==> src/rtl/dm_arb_pkg.sv <==
// Shared types for the data-memory port arbiter: grant owner, arbitration
// state and the DM word-address width.
package dm_arb_pkg;

    typedef enum logic [1:0] {
        ARB_NONE,
        ARB_C,
        ARB_D
    } arb_owner_t;

    typedef enum logic {
        NORMAL,
        FORCE_D
    } arb_state_t;

    localparam int DM_WORD_BITS = 12;

endpackage

==> src/rtl/dm_port_arbiter_if.sv <==
// Bundle of the pipeline (C), DMA (D) and dm_ram signals around the arbiter.
// slave  : the arbiter's view.
// master : the view of the requesters and the RAM.
interface dm_port_arbiter_if;

    logic        c_req;
    logic        c_we;
    logic [3:0]  c_be;
    logic [31:0] c_addr;
    logic [31:0] c_wdata;
    logic        c_stall;
    logic        c_rvalid;
    logic [31:0] c_rdata;

    logic        d_req;
    logic        d_we;
    logic [3:0]  d_be;
    logic [31:0] d_addr;
    logic [31:0] d_wdata;
    logic        d_gnt;
    logic        d_rvalid;
    logic [31:0] d_rdata;

    logic        ram_en;
    logic [3:0]  ram_we;
    logic [11:0] ram_addr;
    logic [31:0] ram_din;
    logic [31:0] ram_dout;

    modport slave (
        input  c_req, c_we, c_be, c_addr, c_wdata,
        output c_stall, c_rvalid, c_rdata,
        input  d_req, d_we, d_be, d_addr, d_wdata,
        output d_gnt, d_rvalid, d_rdata,
        output ram_en, ram_we, ram_addr, ram_din,
        input  ram_dout
    );

    modport master (
        output c_req, c_we, c_be, c_addr, c_wdata,
        input  c_stall, c_rvalid, c_rdata,
        output d_req, d_we, d_be, d_addr, d_wdata,
        input  d_gnt, d_rvalid, d_rdata,
        input  ram_en, ram_we, ram_addr, ram_din,
        output ram_dout
    );

endinterface

==> src/rtl/dm_arb_starve_ctr.sv <==
// Anti-starvation for port D: counts consecutive cycles in which D asked
// for DM but C took the RAM. After STARVE_MAX such denials in a row the
// next cycle runs in FORCE_D, where D has priority for one cycle only.
module dm_arb_starve_ctr
    import dm_arb_pkg::*;
#(
    parameter int STARVE_MAX = 4
) (
    input  logic       clk,
    input  logic       rstn,
    input  logic       i_de,
    input  logic       i_c_won,
    output arb_state_t o_state
);

    arb_state_t r_state;
    arb_state_t w_state_nxt;
    logic [2:0] r_cnt;
    logic [2:0] w_cnt_nxt;
    logic       w_denied;

    assign w_denied = i_de && i_c_won;

    // State and counter registers.
    always_ff @(posedge clk or negedge rstn) begin
        if (!rstn) begin
            r_state <= NORMAL;
            r_cnt   <= '0;
        end else begin
            r_state <= w_state_nxt;
            r_cnt   <= w_cnt_nxt;
        end
    end

    // Any cycle that is not a denial breaks the streak; FORCE_D lasts one cycle.
    always_comb begin
        w_state_nxt = NORMAL;
        w_cnt_nxt   = '0;
        if (w_denied) begin
            if (r_cnt == 3'(STARVE_MAX - 1)) begin
                w_state_nxt = FORCE_D;
            end else begin
                w_cnt_nxt = r_cnt + 3'd1;
            end
        end
    end

    assign o_state = r_state;

endmodule

==> src/rtl/dm_port_arbiter.sv <==
// Single-port dm_ram arbiter: pipeline port C has priority, DMA port D is
// forced through after a run of denials. Read data comes back one cycle
// after the grant and is steered by the registered read owner.
// Optional macro ARB_PERF_CNT_EN adds saturating conflict / forced-grant
// performance counters.
module dm_port_arbiter
    import dm_arb_pkg::*;
#(
    parameter int          STARVE_MAX = 4,
    parameter logic [15:0] DM_LIMIT   = 16'h3000
) (
    input  logic               clk,
    input  logic               rstn,
`ifdef ARB_PERF_CNT_EN
    output logic [31:0]        perf_conflicts,
    output logic [15:0]        perf_forced,
`endif
    dm_port_arbiter_if.slave   bus
);

    arb_state_t  w_state;
    arb_owner_t  w_winner;
    arb_owner_t  r_rd_owner;
    logic        w_ce;
    logic        w_de;
    logic        w_win_we;
    logic [3:0]  w_win_be;
    logic [31:0] w_win_addr;
    logic [31:0] w_win_wdata;
    logic        w_unused;

    // Only the low 16 address bits decode DM; the word index is addr[13:2].
    assign w_unused = ^{bus.c_addr[31:16], bus.c_addr[1:0],
                        bus.d_addr[31:16], bus.d_addr[1:0]};

    assign w_ce = bus.c_req && (bus.c_addr[15:0] < DM_LIMIT);
    assign w_de = bus.d_req && (bus.d_addr[15:0] < DM_LIMIT);

    dm_arb_starve_ctr #(
        .STARVE_MAX (STARVE_MAX)
    ) u_starve (
        .clk     (clk),
        .rstn    (rstn),
        .i_de    (w_de),
        .i_c_won (w_winner == ARB_C),
        .o_state (w_state)
    );

    // Winner selection: C first normally, D first for the single FORCE_D cycle.
    always_comb begin
        w_winner = ARB_NONE;
        if (w_state == NORMAL) begin
            if (w_ce)      w_winner = ARB_C;
            else if (w_de) w_winner = ARB_D;
        end else begin
            if (w_de)      w_winner = ARB_D;
            else if (w_ce) w_winner = ARB_C;
        end
    end

    // RAM-side mux from the winner; everything zero when nobody wins.
    always_comb begin
        w_win_we    = 1'b0;
        w_win_be    = '0;
        w_win_addr  = '0;
        w_win_wdata = '0;
        case (w_winner)
            ARB_C: begin
                w_win_we    = bus.c_we;
                w_win_be    = bus.c_be;
                w_win_addr  = bus.c_addr;
                w_win_wdata = bus.c_wdata;
            end
            ARB_D: begin
                w_win_we    = bus.d_we;
                w_win_be    = bus.d_be;
                w_win_addr  = bus.d_addr;
                w_win_wdata = bus.d_wdata;
            end
            default: ;
        endcase
    end

    assign bus.ram_en   = (w_winner != ARB_NONE);
    assign bus.ram_we   = w_win_we ? w_win_be : 4'b0;
    assign bus.ram_addr = w_win_addr[DM_WORD_BITS+1:2];
    assign bus.ram_din  = w_win_wdata;

    assign bus.c_stall  = w_ce && (w_winner != ARB_C);
    assign bus.d_gnt    = (w_winner == ARB_D);

    // Remember who issued this cycle's read so the BRAM output is tagged next cycle.
    always_ff @(posedge clk or negedge rstn) begin
        if (!rstn) begin
            r_rd_owner <= ARB_NONE;
        end else begin
            r_rd_owner <= (w_winner != ARB_NONE && !w_win_we) ? w_winner : ARB_NONE;
        end
    end

    assign bus.c_rvalid = (r_rd_owner == ARB_C);
    assign bus.d_rvalid = (r_rd_owner == ARB_D);
    assign bus.c_rdata  = bus.ram_dout;
    assign bus.d_rdata  = bus.ram_dout;

`ifdef ARB_PERF_CNT_EN
    logic [31:0] r_perf_conflicts;
    logic [15:0] r_perf_forced;

    // Saturating counters: both-requesting cycles and forced D grants.
    always_ff @(posedge clk or negedge rstn) begin
        if (!rstn) begin
            r_perf_conflicts <= '0;
            r_perf_forced    <= '0;
        end else begin
            if (w_ce && w_de && (r_perf_conflicts != '1))
                r_perf_conflicts <= r_perf_conflicts + 32'd1;
            if ((w_state == FORCE_D) && (w_winner == ARB_D) && (r_perf_forced != '1))
                r_perf_forced <= r_perf_forced + 16'd1;
        end
    end

    assign perf_conflicts = r_perf_conflicts;
    assign perf_forced    = r_perf_forced;
`endif

endmodule

==> src/flat_wrapper.sv <==
// flat-port wrapper written by rule: the top's interface ports become plain ports
module dm_port_arbiter_flat import dm_arb_pkg::*;
#(
    parameter int          STARVE_MAX = 4,
    parameter logic [15:0] DM_LIMIT   = 16'h3000
)
  (clk, rstn, bus_c_req, bus_c_we, bus_c_be, bus_c_addr, bus_c_wdata, bus_c_stall, bus_c_rvalid, bus_c_rdata, bus_d_req, bus_d_we, bus_d_be, bus_d_addr, bus_d_wdata, bus_d_gnt, bus_d_rvalid, bus_d_rdata, bus_ram_en, bus_ram_we, bus_ram_addr, bus_ram_din, bus_ram_dout);
  dm_port_arbiter_if bus_i ();
  input  logic clk;
  input  logic rstn;
  input wire logic [$bits(bus_i.c_req)-1:0] bus_c_req;
  input wire logic [$bits(bus_i.c_we)-1:0] bus_c_we;
  input wire logic [$bits(bus_i.c_be)-1:0] bus_c_be;
  input wire logic [$bits(bus_i.c_addr)-1:0] bus_c_addr;
  input wire logic [$bits(bus_i.c_wdata)-1:0] bus_c_wdata;
  output wire logic [$bits(bus_i.c_stall)-1:0] bus_c_stall;
  output wire logic [$bits(bus_i.c_rvalid)-1:0] bus_c_rvalid;
  output wire logic [$bits(bus_i.c_rdata)-1:0] bus_c_rdata;
  input wire logic [$bits(bus_i.d_req)-1:0] bus_d_req;
  input wire logic [$bits(bus_i.d_we)-1:0] bus_d_we;
  input wire logic [$bits(bus_i.d_be)-1:0] bus_d_be;
  input wire logic [$bits(bus_i.d_addr)-1:0] bus_d_addr;
  input wire logic [$bits(bus_i.d_wdata)-1:0] bus_d_wdata;
  output wire logic [$bits(bus_i.d_gnt)-1:0] bus_d_gnt;
  output wire logic [$bits(bus_i.d_rvalid)-1:0] bus_d_rvalid;
  output wire logic [$bits(bus_i.d_rdata)-1:0] bus_d_rdata;
  output wire logic [$bits(bus_i.ram_en)-1:0] bus_ram_en;
  output wire logic [$bits(bus_i.ram_we)-1:0] bus_ram_we;
  output wire logic [$bits(bus_i.ram_addr)-1:0] bus_ram_addr;
  output wire logic [$bits(bus_i.ram_din)-1:0] bus_ram_din;
  input wire logic [$bits(bus_i.ram_dout)-1:0] bus_ram_dout;
  assign bus_i.c_req = bus_c_req;
  assign bus_i.c_we = bus_c_we;
  assign bus_i.c_be = bus_c_be;
  assign bus_i.c_addr = bus_c_addr;
  assign bus_i.c_wdata = bus_c_wdata;
  assign bus_c_stall = bus_i.c_stall;
  assign bus_c_rvalid = bus_i.c_rvalid;
  assign bus_c_rdata = bus_i.c_rdata;
  assign bus_i.d_req = bus_d_req;
  assign bus_i.d_we = bus_d_we;
  assign bus_i.d_be = bus_d_be;
  assign bus_i.d_addr = bus_d_addr;
  assign bus_i.d_wdata = bus_d_wdata;
  assign bus_d_gnt = bus_i.d_gnt;
  assign bus_d_rvalid = bus_i.d_rvalid;
  assign bus_d_rdata = bus_i.d_rdata;
  assign bus_ram_en = bus_i.ram_en;
  assign bus_ram_we = bus_i.ram_we;
  assign bus_ram_addr = bus_i.ram_addr;
  assign bus_ram_din = bus_i.ram_din;
  assign bus_i.ram_dout = bus_ram_dout;
  dm_port_arbiter #(.STARVE_MAX(STARVE_MAX), .DM_LIMIT(DM_LIMIT)) u_core (.clk(clk), .rstn(rstn), .bus(bus_i));
endmodule
==> config.mk <==
export PLATFORM = sky130hd
export DESIGN_NAME = dm_port_arbiter_flat
export DESIGN_NICKNAME = d
export VERILOG_FILES = /design/src/rtl/dm_arb_pkg.sv /design/src/rtl/dm_port_arbiter_if.sv /design/src/rtl/dm_arb_starve_ctr.sv /design/src/rtl/dm_port_arbiter.sv /design/src/flat_wrapper.sv
export SDC_FILE = /design/constraint.sdc
export NUM_CORES = 1
export LEC_CHECK = 0
export ABC_AREA = 1
export CELL_PAD_IN_SITES_DETAIL_PLACEMENT = 0
export CELL_PAD_IN_SITES_GLOBAL_PLACEMENT = 1
export CORE_AREA = 2 2 113 115
export CTS_CLUSTER_DIAMETER = 200
export DETAILED_ROUTE_END_ITERATION = 7
export DIE_AREA = 0 0 115 117
export DONT_BUFFER_PORTS = 1
export GPL_TIMING_DRIVEN = 0
export MAX_ROUTING_LAYER = met4
export PLACE_DENSITY_LB_ADDON = 0.1
export SLEW_MARGIN = 0
export SYNTH_ARGS = -nofsm -noshare
export SYNTH_HDL_FRONTEND = slang
export SYNTH_SLANG_ARGS = --single-unit
==> constraint.sdc <==
create_clock -name clk -period 2.2 [get_ports clk]
set_clock_uncertainty 0.15 [all_clocks]
set_input_delay 0.44 -clock clk [delete_from_list [all_inputs] [get_ports clk]]
set_output_delay 0.44 -clock clk [all_outputs]
set_load 0.03 [all_outputs]
**Run 1: signal wires by layer**

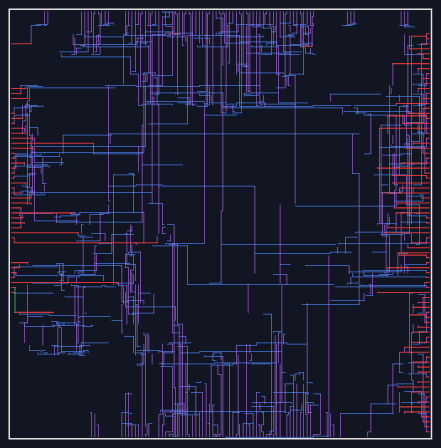
blue -> M1  # wire length 2470 um
purple -> M2  # wire length 3870 um
green -> M4  # wire length 6.80 um
red -> M3  # wire length 605 um
total number of vias: 1777
total global-route track usage: 0.09031
WL/cell: 15.57 um
final routed wirelength across all metal layers: 6958 um

**Run 1: logic cells by family**

Scale bar: 20 um.
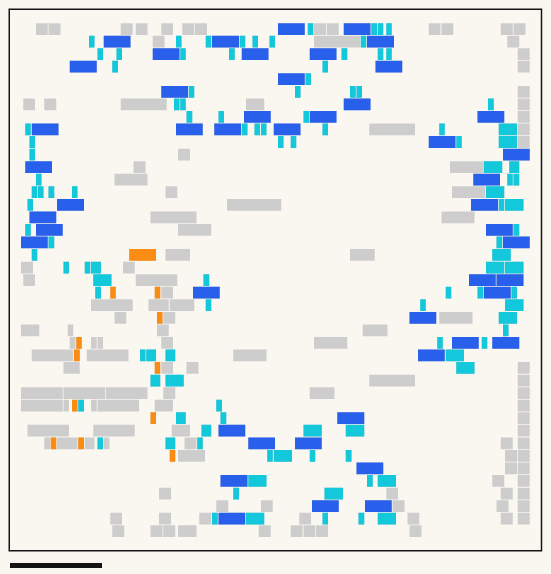
blue -> aoi and oai cells  # cells 48, where spread over the die
orange -> inv cells  # cells 12
cyan -> nand cells  # cells 112, where spread over the die

==> run notes, run 1 <==
Reports from this run.

- The cell with the largest stage delay on the worst path reads sky130_fd_sc_hd__a21oi_4.
- The checks that failed: negative setup slack.
- The via density per instance reads 3.975.
- The length in cells of the worst reg-to-reg path reads 10.
- The worst setup path is captured at an output port.
- The logic gate fraction of the total cell area is 0.5138.
- The number of clock buffers inserted by TritonCTS reads 3.
- The count of library flops with an enable pin is 0.
- The setup slack after placement reads -0.3283 ns.
- The number of instances resized during post-cts repair reads 25.
- The sum of overflow across all layers after global routing reads 0.
- The flow ran to the end, but the final reports show violations.
- The area of the mapped netlist reads 0.001794 mm^2.
- In this run the number of cells on the critical path is 11.
- The parity-gate share of the synthesized area counting xor and xnor cells is 0.
- Setup repair after global routing could not meet its margin everywhere.
- The critical path in the final layout is reported with a setup slack of -0.2314 ns.
- The overall chip area reads 0.01346 mm^2.
- The total of fill cells in the finished design reads 1356.
- The power share of the clock group reads 0.308.
- The number of global-route vias before repair reads 1642.
- The placed instance count reads 425.
- The dominant kind of cell is combinational gates.
- The count of final setup violators is 49.
- Counting pins that exceed their max-slew limit in the final report gives 0.
- The longest clock path from root to sink contains 2 buffers.
- The total power per unit cell area reads 305.7 mW/mm^2.
- In the final routing, the length of wire on met1 measures 2472 um.
- Multi-input combinational cells in the finished layout were counted as 178.
- The synthesized instance count reads 275.
- The length of routed met2 wiring reads 3874 um.
- The number of flip-flops and latches reads 6.
- The buffer type at the clock tree root reads sky130_fd_sc_hd__clkbuf_16.
- The power of the combinational group reads 0.530 mW.
- The count of H-tree levels built during CTS is 1.
- According to the timing report, the critical path is captured at bus_ram_din[14].
- Per report_power, the top consumer among the power groups is combinational cells.
- The commonest register cell after synthesis reads sky130_fd_sc_hd__dfrtp_1.
- The initial antenna violation count is 0.
- The worst hold path cell count is 2.
- The launch point of the worst register-to-register path is recorded as u_core.u_starve.o_state$_DFF_PN0_.
- The sum of negative setup slack is -7.399 ns.
- The simple-gate share of the synthesized area reads 0.3536.
- The area fraction in mux cells is 0.
- The count of non-CTS inverters in the layout reads 12.
- The synthesized netlist was found by Yosys to have 275 cells.
- According to the timing report, the data required time at the worst endpoint equals 1.61 ns.
- The clock period minus final worst setup slack is 2.431 ns.
- Note, the detailed placer reported a final HPWL of 5784 um.
- met2 is the most crowded layer.
- The largest fanout on the critical path is 6.
- The most frequent cell on the critical path is sky130_fd_sc_hd__buf_12.
- The most flop-heavy register reads u_core.u_starve.r_cnt.
- The post-layout total power is 0.9274 mW.
- The capture endpoint of the worst hold path is u_core.u_starve.r_cnt[2]$_DFF_PN0_.
- The number of nets produced by synthesis is 453.
- In this run, the synthesized area fraction spent on AND-OR/OR-AND gates is recorded as 0.1757.
- After layout, the buffer instance count without clock buffers stands at 98.
- The critical path class reads in2out.
- The power in the clock group is 0.285 mW.
**Run 1: I/O pins on the die edge**

Pins as bars across the die edge, other pins in grey.
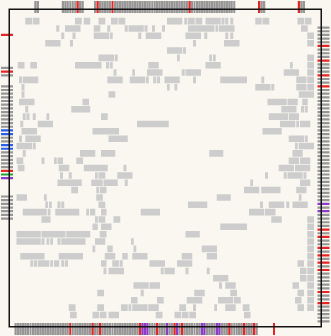
green -> bus_ram_en  # pins 1, direction output, edge left
red -> bus_ram_dout  # pins 32, direction input, edge 12 right, 11 bottom, 6 top, 3 left
blue -> bus_ram_we  # pins 4, direction output, edge left
purple -> bus_ram_addr  # pins 12, direction output, edge 9 bottom, 2 right, 1 left
number of buffer cells added on primary ports: 0
width of the die: 115 um

**Run 1: where the registers sit**

Other sequential cells in the stronger grey, the rest of the logic in the fainter grey.
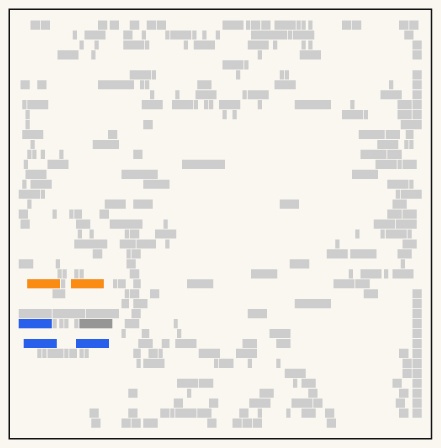
orange -> u_core.r_rd_owner  # flops 2
blue -> u_core.u_starve.r_cnt  # flops 3
power dissipated in sequential cells: 0.112 mW
area taken by flip-flops and latches: 150.1 um^2
final design utilization: 0.2464

**Run 1: the clock network**

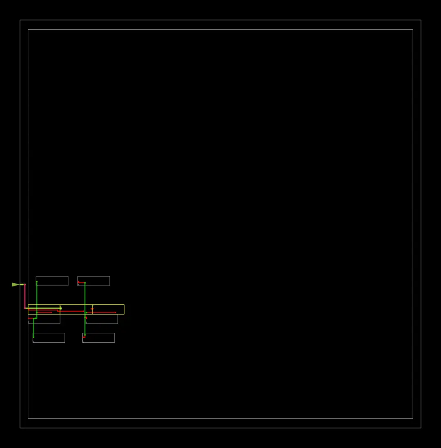

==> run 2: changes to the inputs <==
CTS_CLUSTER_DIAMETER = 40   (was 200)
MAX_ROUTING_LAYER = unset   (was met4)
**Run 2: the clock network**

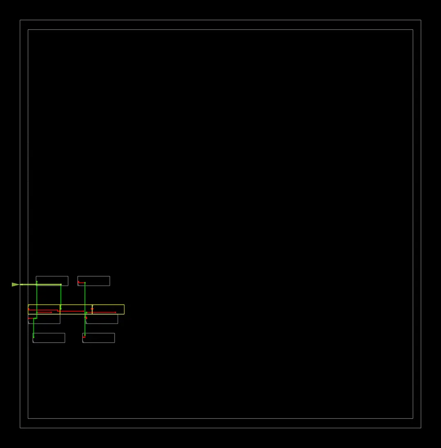
clkbuf count: 3
total number of clock tree sinks: 6
count of sequential standard cells: 6
clock network power: 0.285 mW
number of clock buffers inserted by TritonCTS: 3

**Run 2: where the registers sit**

Other sequential cells in the stronger grey, the rest of the logic in the fainter grey.
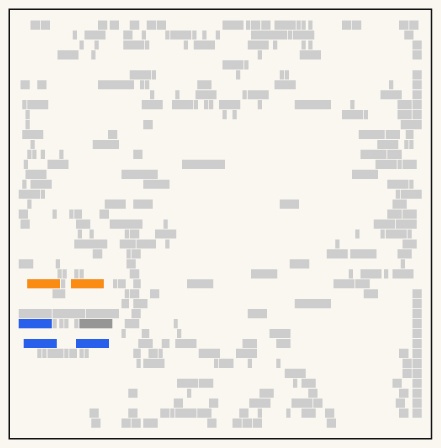
orange -> u_core.r_rd_owner  # flops 2
blue -> u_core.u_starve.r_cnt  # flops 3
not coloured = 1

==> run notes, run 2 <==
Reports from this run.

- The highest metal layer used by the detailed router is met3 (was met4).
- The parity-gate share of the synthesized area counting xor and xnor cells reads 0 (unchanged).
- The global-route wire length before repair is 9190 um (was 9183 um).
- The number of buffers inserted by port buffering reads 0 (unchanged).
- The total power per unit cell area reads 305.7 mW/mm^2 (about the same).
- The maximum buffer depth of the clock tree is 2 (unchanged).
- The boundary pin count is 291 (unchanged).
- The count of final setup violators reads 49 (unchanged).
- The required time of the worst setup path reads 1.61 ns (about the same).
- The half-perimeter wire length of the detailed placement result reads 5784 um (unchanged).
- The count of library flops with an enable pin was 0 (unchanged).
- The capture endpoint of the worst hold path reads u_core.u_starve.r_cnt[2]$_DFF_PN0_ (unchanged).
- The and-or/or-and share of the synthesized area came to 0.1757 (unchanged).
- The number of endpoints with negative hold slack in the final report is 0 (unchanged).
- The clock period minus final worst setup slack is 2.437 ns (was 2.431 ns).
- The number of slew-limit violations in the final report is 0 (unchanged).
- The sequential share of the synthesized area reads 0.08368 (unchanged).
- The non-clock buffer instance count of the final layout reads 98 (unchanged).
- The count of cell instances traversed by the critical path came to 11 (unchanged).
- The initial antenna violation count reads 0 (unchanged).
- The synthesized instance count reads 275 (unchanged).
- The count of non-CTS inverters in the layout reads 12 (unchanged).
- The met1 track demand over resource is 0.1019 (was 0.1025).
- The largest fanout on the critical path reads 6 (unchanged).
- The growth of design area from synthesis to finish is 69.11% (unchanged).
- The total routing resource utilization after global routing is 0.08777 (was 0.09031).
- The power share of the clock group came to 0.307 (was 0.308).
- The number of global-route vias before repair came to 1643 (was 1642).
- The wire length on met1 reads 2468 um (was 2472 um).
- The sum of overflow across all layers after global routing reads 0 (unchanged).
- The heaviest power group is combinational cells (unchanged).
- The placed instance count is 425 (unchanged).
- The area fraction in mux cells came to 0 (unchanged).
- The length of routed met2 wiring is 3879 um (was 3874 um).
- The sequential standard cell area came to 150.1 um^2 (unchanged).
- The cell total in the yosys stat output reads 275 (unchanged).
- The worst reg2reg path startpoint is u_core.u_starve.o_state$_DFF_PN0_ (unchanged).
- The total length of routed wires is 6959 um (was 6958 um).
- Violations in the final reports: negative setup slack (unchanged).
- Outcome: finished, violations left (unchanged).
- The standard-cell row count reads 41 (unchanged).
- The endpoint kind of the worst setup timing path is an output port (unchanged).
- The cell with the most instances after synthesis is sky130_fd_sc_hd__nand2_1 (unchanged).
- The dominant kind of cell was combinational gates (unchanged).
- The number of buffers added for setup after CTS reads 11 (unchanged).
- The area of the mapped netlist reads 0.001794 mm^2 (unchanged).
- The post-route antenna net violation count is 0 (unchanged).
- The horizontal die dimension is 115 um (unchanged).
- The most frequent cell on the critical path was sky130_fd_sc_hd__buf_12 (unchanged).
- The final cell area excluding filler cells is 0.003034 mm^2 (unchanged).
- The commonest register cell after synthesis reads sky130_fd_sc_hd__dfrtp_1 (unchanged).
- The total of fill cells in the finished design reads 1356 (unchanged).
- The setup slack after placement was -0.3283 ns (unchanged).
- The power share of the sequential group came to 0.121 (about the same).
- The number of tap cells added at floorplan is 150 (unchanged).
- The length in cells of the worst reg-to-reg path reads 10 (unchanged).
- The sum of negative setup slack is -7.502 ns (was -7.399 ns).
- The buffer type at the clock tree root is sky130_fd_sc_hd__clkbuf_16 (unchanged).
- The via density per instance was 3.966 (was 3.975).
- The most flop-heavy register reads u_core.u_starve.r_cnt (unchanged).
- The overall chip area reads 0.01346 mm^2 (unchanged).
- The logic gate fraction of the total cell area is 0.5138 (unchanged).
- The switching portion of total power reads 0.4117 (was 0.4116).
- The critical path endpoint reads bus_ram_din[14] (unchanged).
- The post-layout total power is 0.9276 mW (was 0.9274 mW).
- The number of buffers and inverters on the critical path was 4 (unchanged).
- The count of H-tree levels built during CTS is 1 (unchanged).
- The most used logic cell in the final layout reads sky130_fd_sc_hd__nand2_1 (unchanged).
- The destination of the worst register-to-register timing path is u_core.r_rd_owner[0]$_DFF_PN0_ (unchanged).
- The power of the combinational group is 0.530 mW (about the same).
- The power dissipated in sequential cells was 0.112 mW (about the same).
- The core occupancy in the finished layout is 0.2464 (unchanged).
- The number of logged tool warnings is 67 (unchanged).
- The count of distinct cell types in the synthesized netlist is 17 (unchanged).
- The layer carrying the most global-route usage is met2 (unchanged).
- The cell with the largest stage delay on the worst path reads sky130_fd_sc_hd__a21oi_4 (unchanged).
- The count of vias placed by the detailed router is 1773 (was 1777).
- The met2 routing resource usage after global routing reads 0.1733 (unchanged).
- RSZ-0062 raised after global routing: yes (unchanged).
- The critical path class is in2out (unchanged).
- The clock transition at the registers of the reported paths is 0.03 ns (about the same).
- The number of instances resized during post-cts repair is 25 (unchanged).
- The adder-cell share of the synthesized area is 0.02789 (unchanged).
- The simple-gate share of the synthesized area is 0.3536 (unchanged).
- The number of nets produced by synthesis was 453 (unchanged).
- The period utilization is 1.108 (was 1.105).
- The worst hold path cell count reads 2 (unchanged).
- The synthesized area per cell was 6.524 um^2 (unchanged).
- The cell-internal power reads 0.5457 mW (about the same).
- The average wire per standard cell reads 15.57 um (about the same).
- The number of logic gates is 178 (unchanged).
- The post-layout worst setup margin reads -0.2369 ns (was -0.2314 ns).
**Run 2: signal wires by layer**

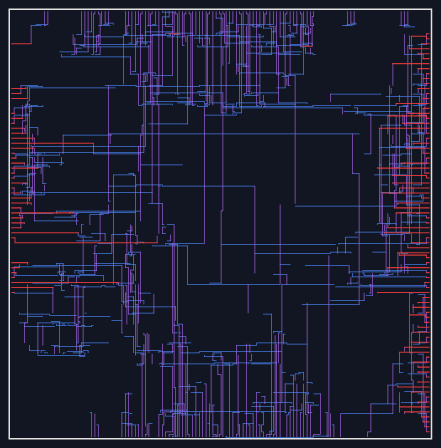

==> run 3: changes to the inputs <==
PLACE_DENSITY = 0.51   (was unset)
PLACE_DENSITY_LB_ADDON = unset   (was 0.1)
**Run 3: signal wires by layer**

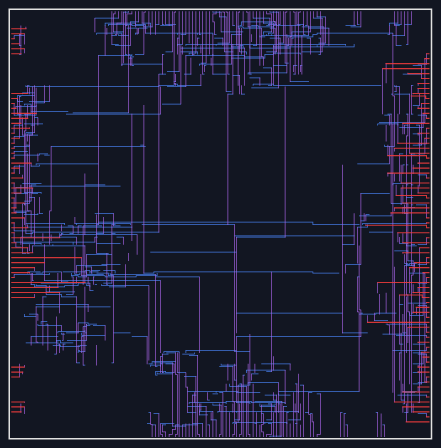
red -> M3  # wire length 571 um
purple -> M2  # wire length 3620 um
blue -> M1  # wire length 2350 um
WL/cell: 14.83 um
total number of vias: 1778

==> run notes, run 3 <==
Reports from this run.

- The switching portion of total power reads 0.4212 (was 0.4117).
- The count of non-CTS inverters in the layout came to 12 (unchanged).
- The clock transition at the registers of the reported paths reads 0.03 ns (about the same).
- The sum of negative setup slack reads -10.58 ns (was -7.502 ns).
- The met2 routing resource usage after global routing is 0.1569 (was 0.1733).
- The worst hold path cell count is 3 (was 2).
- The met1 track demand over resource was 0.08754 (was 0.1019).
- Outcome: finished, violations left (unchanged).
- The destination of the worst register-to-register timing path is u_core.u_starve.o_state$_DFF_PN0_ (was u_core.r_rd_owner[0]$_DFF_PN0_).
- The final cell area excluding filler cells reads 0.002970 mm^2 (was 0.003034 mm^2).
- The wire length on met1 reads 2349 um (was 2468 um).
- Violations in the final reports: negative setup slack (unchanged).
- The highest metal layer used by the detailed router is met3 (unchanged).
- The total routing resource utilization after global routing is 0.07714 (was 0.08777).
- The count of H-tree levels built during CTS is 1 (unchanged).
- The post-layout total power came to 0.9128 mW (was 0.9276 mW).
- The number of clock buffers inserted by TritonCTS is 3 (unchanged).
- The count of final setup violators is 49 (unchanged).
- The layer carrying the most global-route usage is met2 (unchanged).
- The endpoint kind of the worst setup timing path is an output port (unchanged).
- The global-route wire length before repair was 8162 um (was 9190 um).
- The number of instances resized during post-cts repair is 14 (was 25).
- The number of endpoints with negative hold slack in the final report reads 0 (unchanged).
- The cell total in the yosys stat output came to 275 (unchanged).
- The logic gate fraction of the total cell area is 0.5291 (was 0.5138).
- The count of cell instances traversed by the critical path is 10 (was 11).
- The largest fanout on the critical path reads 10 (was 6).
- The power share of the sequential group is 0.123 (was 0.121).
- The total of fill cells in the finished design was 1341 (was 1356).
- The count of distinct cell types in the synthesized netlist came to 17 (unchanged).
- The count of library flops with an enable pin is 0 (unchanged).
- The heaviest power group is combinational cells (unchanged).
- The most frequent cell on the critical path is sky130_fd_sc_hd__buf_12 (unchanged).
- The overall chip area is 0.01346 mm^2 (unchanged).
- The standard-cell row count reads 41 (unchanged).
- The number of slew-limit violations in the final report is 0 (unchanged).
- The via density per instance is 4.032 (was 3.966).
- The count of clock-net buffers in the final layout came to 3 (unchanged).
- The total length of routed wires came to 6538 um (was 6959 um).
- The y dimension of the die is 117 um (unchanged).
- The number of flip-flops and latches came to 6 (unchanged).
- The total number of clock tree sinks reads 6 (unchanged).
- The number of tap cells added at floorplan reads 150 (unchanged).
- The post-layout worst setup margin is -0.2427 ns (was -0.2369 ns).
- The area of the mapped netlist reads 0.001794 mm^2 (unchanged).
- The number of global-route vias before repair was 1544 (was 1643).
- The sequential share of the synthesized area is 0.08368 (unchanged).
- The total power per unit cell area is 307.3 mW/mm^2 (was 305.7 mW/mm^2).
- The power of the combinational group is 0.509 mW (was 0.530 mW).
- The capture endpoint of the worst hold path is u_core.u_starve.r_cnt[0]$_DFF_PN0_ (was u_core.u_starve.r_cnt[2]$_DFF_PN0_).
- The required time of the worst setup path is 1.61 ns (about the same).
- The sequential standard cell area was 150.1 um^2 (unchanged).
- The maximum buffer depth of the clock tree reads 2 (unchanged).
- The most used logic cell in the final layout is sky130_fd_sc_hd__nand2_1 (unchanged).
- The dominant kind of cell reads combinational gates (unchanged).
- The setup slack after placement reads -0.3303 ns (was -0.3283 ns).
- The boundary pin count came to 291 (unchanged).
- The synthesized instance count is 275 (unchanged).
- The adder-cell share of the synthesized area is 0.02789 (unchanged).
- The initial antenna violation count is 0 (unchanged).
- The post-route antenna net violation count is 0 (unchanged).
- The commonest register cell after synthesis is sky130_fd_sc_hd__dfrtp_1 (unchanged).
- The number of buffers inserted by port buffering is 0 (unchanged).
- The simple-gate share of the synthesized area is 0.3536 (unchanged).
- The core occupancy in the finished layout reads 0.2413 (was 0.2464).
- The critical path class is in2out (unchanged).
- The horizontal die dimension is 115 um (unchanged).
- The power dissipated in sequential cells is 0.112 mW (about the same).
- The cell-internal power reads 0.5283 mW (was 0.5457 mW).
- The number of nets produced by synthesis reads 453 (unchanged).
- The half-perimeter wire length of the detailed placement result is 5416 um (was 5784 um).
- The number of buffers added for setup after CTS was 7 (was 11).
- The area fraction in mux cells is 0 (unchanged).
- The number of logged tool warnings is 67 (unchanged).
- The critical path endpoint is bus_ram_addr[9] (was bus_ram_din[14]).
**Run 3: the clock network**

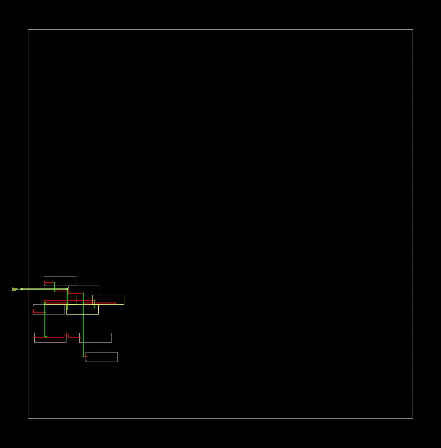
clock network power: 0.292 mW
clk_lat worst skew: 0.22 ns

Power figures rest on the tool's default switching activity, not on a simulated workload.
